===== src/rtl/layer_sequencer.sv =====
// Purpose : walks one inference frame through every network layer, one engine step at a time.
// Latency : step_start one cycle after any state/index change; next change on an accepted step_done.
// Backpressure: holds the current step until the engine returns step_done; abort drops the frame to IDLE.
//
// Ports:
//   clk, rst_n                      clock, asynchronous active-low reset
//   start, abort, step_done         frame start (IDLE only), frame abandon, engine step completion
//   state, current_loop,            current layer code and step indices
//   current_filter, Pool_loop
//   step_start, busy, frame_done    step request pulse, frame in flight, frame completion pulse
module layer_sequencer #(
    parameter int C11_F = 6,
    parameter int C11_L = 1,
    parameter int C12_F = 6,
    parameter int C12_L = 2,
    parameter int C21_F = 16,
    parameter int C21_L = 2,
    parameter int C22_F = 16,
    parameter int C22_L = 4,
    parameter int C31_F = 16,
    parameter int C31_L = 4,
    parameter int C32_F = 16,
    parameter int C32_L = 4,
    parameter int P1_L  = 2,
    parameter int P2_L  = 4,
    parameter int P3_L  = 4
) (
    input  logic       clk,
    input  logic       rst_n,
    input  logic       start,
    input  logic       abort,
    input  logic       step_done,
    output logic [3:0] state,
    output logic [1:0] current_loop,
    output logic [3:0] current_filter,
    output logic [1:0] Pool_loop,
    output logic       step_start,
    output logic       busy,
    output logic       frame_done
);

    typedef enum logic [3:0] {
        S_RESET   = 4'd0,
        S_IDLE    = 4'd1,
        S_CONV1_1 = 4'd2,
        S_CONV1_2 = 4'd3,
        S_POOL1   = 4'd4,
        S_CONV2_1 = 4'd5,
        S_CONV2_2 = 4'd6,
        S_POOL2   = 4'd7,
        S_CONV3_1 = 4'd8,
        S_CONV3_2 = 4'd9,
        S_POOL3   = 4'd10,
        S_FC      = 4'd11,
        S_JUDGE   = 4'd12
    } state_t;

    state_t     state_q, state_d;
    logic [1:0] loop_q, loop_d;
    logic [3:0] filter_q, filter_d;
    logic [1:0] pool_q, pool_d;
    logic       step_start_q, step_start_d;
    logic       busy_q, busy_d;
    logic       frame_done_q, frame_done_d;
    // pending: indices just changed, step_start goes out next edge (step_done ignored here).
    // waiting: step_start already issued, engine still working.
    logic       pending_q, pending_d;
    logic       waiting_q, waiting_d;

    logic [3:0] last_f;
    logic [1:0] last_l;
    logic [1:0] last_p;
    logic       is_conv;
    logic       is_pool;
    logic       accept;

    // Per-layer step limits.
    always_comb begin
        last_f  = '0;
        last_l  = '0;
        last_p  = '0;
        is_conv = 1'b0;
        is_pool = 1'b0;
        case (state_q)
            S_CONV1_1: begin is_conv = 1'b1; last_f = 4'(C11_F - 1); last_l = 2'(C11_L - 1); end
            S_CONV1_2: begin is_conv = 1'b1; last_f = 4'(C12_F - 1); last_l = 2'(C12_L - 1); end
            S_CONV2_1: begin is_conv = 1'b1; last_f = 4'(C21_F - 1); last_l = 2'(C21_L - 1); end
            S_CONV2_2: begin is_conv = 1'b1; last_f = 4'(C22_F - 1); last_l = 2'(C22_L - 1); end
            S_CONV3_1: begin is_conv = 1'b1; last_f = 4'(C31_F - 1); last_l = 2'(C31_L - 1); end
            S_CONV3_2: begin is_conv = 1'b1; last_f = 4'(C32_F - 1); last_l = 2'(C32_L - 1); end
            S_POOL1:   begin is_pool = 1'b1; last_p = 2'(P1_L - 1); end
            S_POOL2:   begin is_pool = 1'b1; last_p = 2'(P2_L - 1); end
            S_POOL3:   begin is_pool = 1'b1; last_p = 2'(P3_L - 1); end
            default:   ;
        endcase
    end

    assign accept = step_done && (step_start_q || waiting_q);

    always_comb begin
        state_d      = state_q;
        loop_d       = loop_q;
        filter_d     = filter_q;
        pool_d       = pool_q;
        pending_d    = 1'b0;
        step_start_d = pending_q;
        waiting_d    = waiting_q || step_start_q;
        frame_done_d = 1'b0;

        case (state_q)
            S_RESET: state_d = S_IDLE;
            S_IDLE: begin
                waiting_d = 1'b0;
                if (start) begin
                    state_d   = S_CONV1_1;
                    loop_d    = '0;
                    filter_d  = '0;
                    pool_d    = '0;
                    pending_d = 1'b1;
                end
            end
            default: begin
                if (accept) begin
                    waiting_d    = 1'b0;
                    step_start_d = 1'b0;
                    if (state_q == S_JUDGE) begin
                        state_d      = S_IDLE;
                        frame_done_d = 1'b1;
                    end else if (is_conv && filter_q != last_f) begin
                        filter_d  = filter_q + 4'd1;
                        pending_d = 1'b1;
                    end else if (is_conv && loop_q != last_l) begin
                        filter_d  = '0;
                        loop_d    = loop_q + 2'd1;
                        pending_d = 1'b1;
                    end else if (is_pool && pool_q != last_p) begin
                        pool_d    = pool_q + 2'd1;
                        pending_d = 1'b1;
                    end else begin
                        // Layer codes are consecutive from CONV1_1 through JUDGE.
                        state_d   = state_t'(state_q + 4'd1);
                        loop_d    = '0;
                        filter_d  = '0;
                        pool_d    = '0;
                        pending_d = 1'b1;
                    end
                end
            end
        endcase

        // Abort overrides any step_done or start in the same cycle.
        if (abort && state_q != S_RESET) begin
            state_d      = S_IDLE;
            loop_d       = '0;
            filter_d     = '0;
            pool_d       = '0;
            pending_d    = 1'b0;
            step_start_d = 1'b0;
            waiting_d    = 1'b0;
            frame_done_d = 1'b0;
        end

        busy_d = (state_d != S_RESET) && (state_d != S_IDLE);
    end

    always_ff @(posedge clk or negedge rst_n) begin
        if (!rst_n) begin
            state_q      <= S_RESET;
            loop_q       <= '0;
            filter_q     <= '0;
            pool_q       <= '0;
            step_start_q <= 1'b0;
            busy_q       <= 1'b0;
            frame_done_q <= 1'b0;
            pending_q    <= 1'b0;
            waiting_q    <= 1'b0;
        end else begin
            state_q      <= state_d;
            loop_q       <= loop_d;
            filter_q     <= filter_d;
            pool_q       <= pool_d;
            step_start_q <= step_start_d;
            busy_q       <= busy_d;
            frame_done_q <= frame_done_d;
            pending_q    <= pending_d;
            waiting_q    <= waiting_d;
        end
    end

    assign state          = state_q;
    assign current_loop   = loop_q;
    assign current_filter = filter_q;
    assign Pool_loop      = pool_q;
    assign step_start     = step_start_q;
    assign busy           = busy_q;
    assign frame_done     = frame_done_q;

endmodule


===== config.mk =====
export PLATFORM = sky130hd
export DESIGN_NAME = layer_sequencer
export DESIGN_NICKNAME = d
export VERILOG_FILES = /design/src/rtl/layer_sequencer.sv
export SDC_FILE = /design/constraint.sdc
export NUM_CORES = 1
export LEC_CHECK = 0
export ABC_CLOCK_PERIOD_IN_PS = 7400
export CORE_MARGIN = 2
export CORE_UTILIZATION = 45
export CTS_CLUSTER_DIAMETER = 100
export DETAILED_ROUTE_END_ITERATION = 16
export GPL_TIMING_DRIVEN = 0
export PLACE_DENSITY = 0.69
export SYNTH_ARGS = -nofsm -noshare
export SYNTH_HDL_FRONTEND = slang
export SYNTH_SLANG_ARGS = --single-unit

===== constraint.sdc =====
create_clock -name clk -period 7.4 [get_ports clk]
set_input_delay 1.11 -clock clk [delete_from_list [all_inputs] [get_ports clk]]
set_output_delay 1.11 -clock clk [all_outputs]
set_load 0.005 [all_outputs]

### Where the registers sit

The bar under the picture is 20 um long. Other sequential cells in the stronger grey, the rest of the logic in the fainter grey.
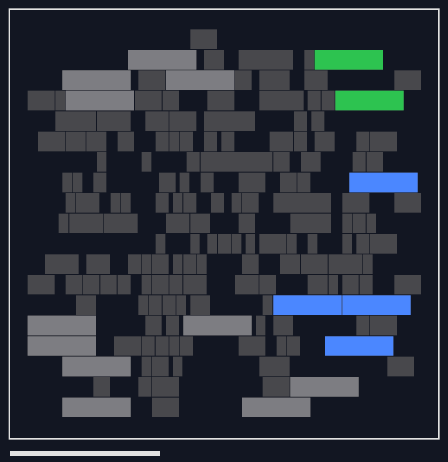
[blue] current_filter | sequential cells: 4
[green] current_loop | sequential cells: 2
not coloured: 11
sequential power: 0.123 mW
sequential share of cell area: 28.03%

### Wiring by layer

The bar under the picture is 20 um long.
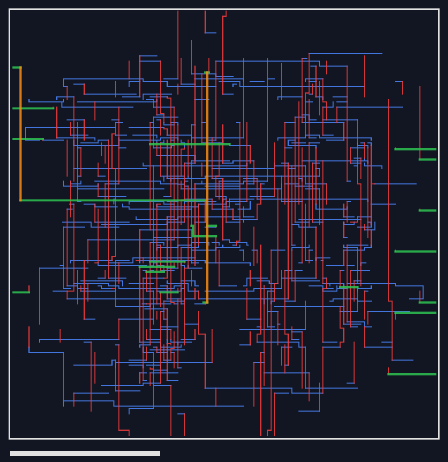
[red] met2 | wire length: 1400 um
[blue] met1 | wire length: 1230 um
[green] met3 | wire length: 98.0 um
[orange] met4 | wire length: 48.3 um
detailed-route wire length per cell: 14.03 um
number of vias after detailed routing: 1151
final wirelength: 2.778 mm
global-route total usage across every layer: 18.73%

### The clock network

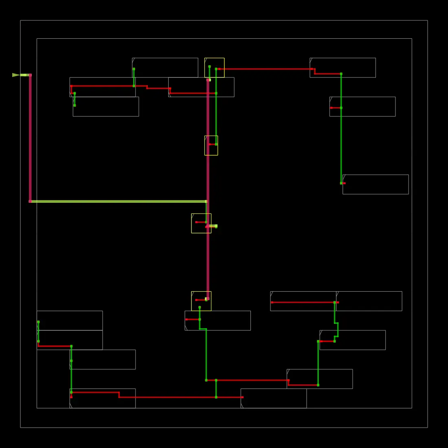
reported clock group power: 0.0505 mW
final-layout clock buffer total: 3
clock network latency to the later pin of the worst-skew pair: 0.30 ns
maximum clock skew at final layout: 0.005576 ns
flop count: 17

==> results.txt <==
Status of the implementation.

- Relative to the synthesized area, the layout overhead comes to 20.34%.
- Wire segments on met2 add up to roughly 1.4 mm in the final route.
- The sort of element at the start of the critical path is an input pin, for reference.
- The number of warnings reported in the stage logs is 29.
- The min-delay analysis places its worst path in the category register to register.
- The worst setup path category is input pin to register, for reference.
- Cells with a size suffix above 1 make up 11.38% of the layout.
- Per the detail_route report, DRC violations left total 0.
- By area the synthesized netlist is led by sky130_fd_sc_hd__dfrtp_1 34%, sky130_fd_sc_hd__o21ai_0 5.2%, sky130_fd_sc_hd__ha_1 5.0%.
- The number of detailed-routing iterations run before antenna repair is 4, for reference.
- The flip-flop and latch count after synthesis is 17, for reference.
- The end of the critical path is current_loop[1], for reference.
- Looking at the critical path, the highest net fanout was 8.
- The flow ran to the end, and the final reports show no timing, DRC or antenna violations.
- The most used standard cell by instance count after synthesis is sky130_fd_sc_hd__dfrtp_1, for reference.
- The worst-case reg-to-reg path depth is 10, for reference.
- In this run the most used layer during global routing was met2.
- The top cell type by total area after synthesis is sky130_fd_sc_hd__dfrtp_1, for reference.
- The wire length of the first global-routing pass is about 4.7 mm, for reference.
- The report counts max-capacitance violations totalling 0.
- The detail route stage leaves a number of antenna-violating nets equal to 0.
- The worst setup timing slack at the placement stage is 4.286 ns, for reference.
- Per the final timing report, the hold violations number 0.
- For this run, global-route usage on met1 was measured as 22.45%.
- The top cell type in the final layout, fill and taps aside, is sky130_fd_sc_hd__clkdlybuf4s50_1.
- The die outline height is 56.94 um, for reference.
- Measured along the x axis, the die boundary spans roughly 57 um.
- The most numerous cell type found on the critical path is sky130_fd_sc_hd__and2_1.
- For this run, the chip area from Yosys synthesis comes to 1261 sq um.
- Setup repair after global routing left no endpoint under its margin.
- The final timing report lists a max-slew violation count of 0.
- Along the critical path, the tally of buffer and inverter instances is 1.
- The required time at the worst endpoint is listed as 7.59 ns.
- In the synthesized netlist, the number of instances is 144.
- Per the summary, power density relative to cell area is 283.4 nW/um^2.
- The die area is between 3000 and 4000 sq um, for reference.
- Of all flip-flops after synthesis, the portion carrying an async set or reset was 100.0%.
### Port wiring

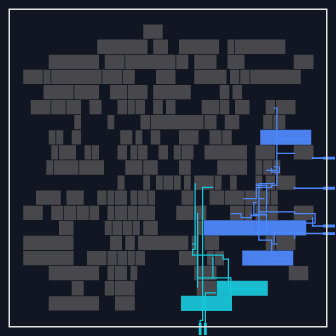
[blue] current_filter | bits: 4 | direction: output | edge: right | end cells: 4 | buffers: 4 | wire: 124 um
[cyan] Pool_loop | bits: 2 | direction: output | edge: bottom | end cells: 2 | buffers: 2 | wire: 94.4 um
Port Buf Inserts: 19
IO Pins: 20

### Sizing map

The bar under the picture is 20 um long.
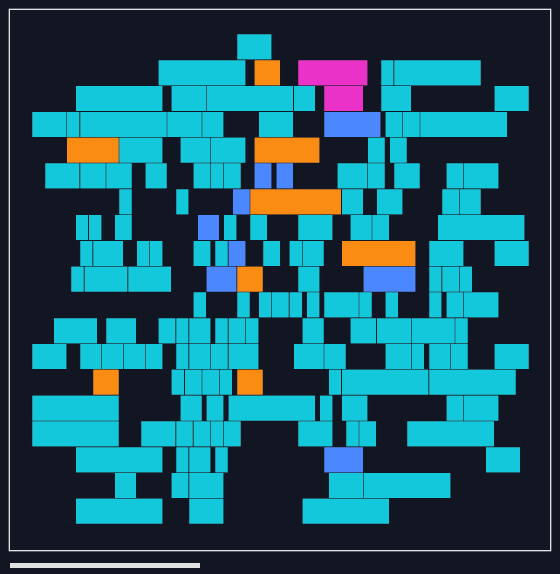
[orange] drive 3 to 4 | cells: 8
[blue] drive 2 | cells: 9
[magenta] drive 6 and up | cells: 2
[cyan] drive 1 or less | cells: 148
post-layout worst setup margin: 4.596 ns
Buffers excl. clock: 24

==> registers in the layout, summed over array words and instances, names as in the netlist <==
signal          count
pending_q           1
Pool_loop           2
busy                1
current_loop        2
waiting_q           1
current_filter      4
step_start          1
frame_done          1
state               4
==> cells by family after synthesis <==
group	Yosys count	synth area share, %
AOI/OAI and AO/OA	39	23.81
xor gates and xnor gates	4	3.374
adders and majority gates	5	4.960
buffers and inverters	13	5.059
DFF	17	33.73
muxes	5	4.464
and+or+nand+nor	61	24.60
==> final cells by class <==
cell class	instances	area, sq um	share of cell area (%)
Multi-Input combinational cell	114	772.0	50.87
Sequential cell	17	425.4	28.03
Timing Repair Buffer	19	190.2	12.53
Tap cell	31	38.79	2.556
Buffer	5	33.78	2.226
Inverter	8	30.03	1.979
Clock buffer	3	22.52	1.484
Clock inverter	1	5.005	0.3298
Power figures rest on the tool's default switching activity, not on a simulated workload.
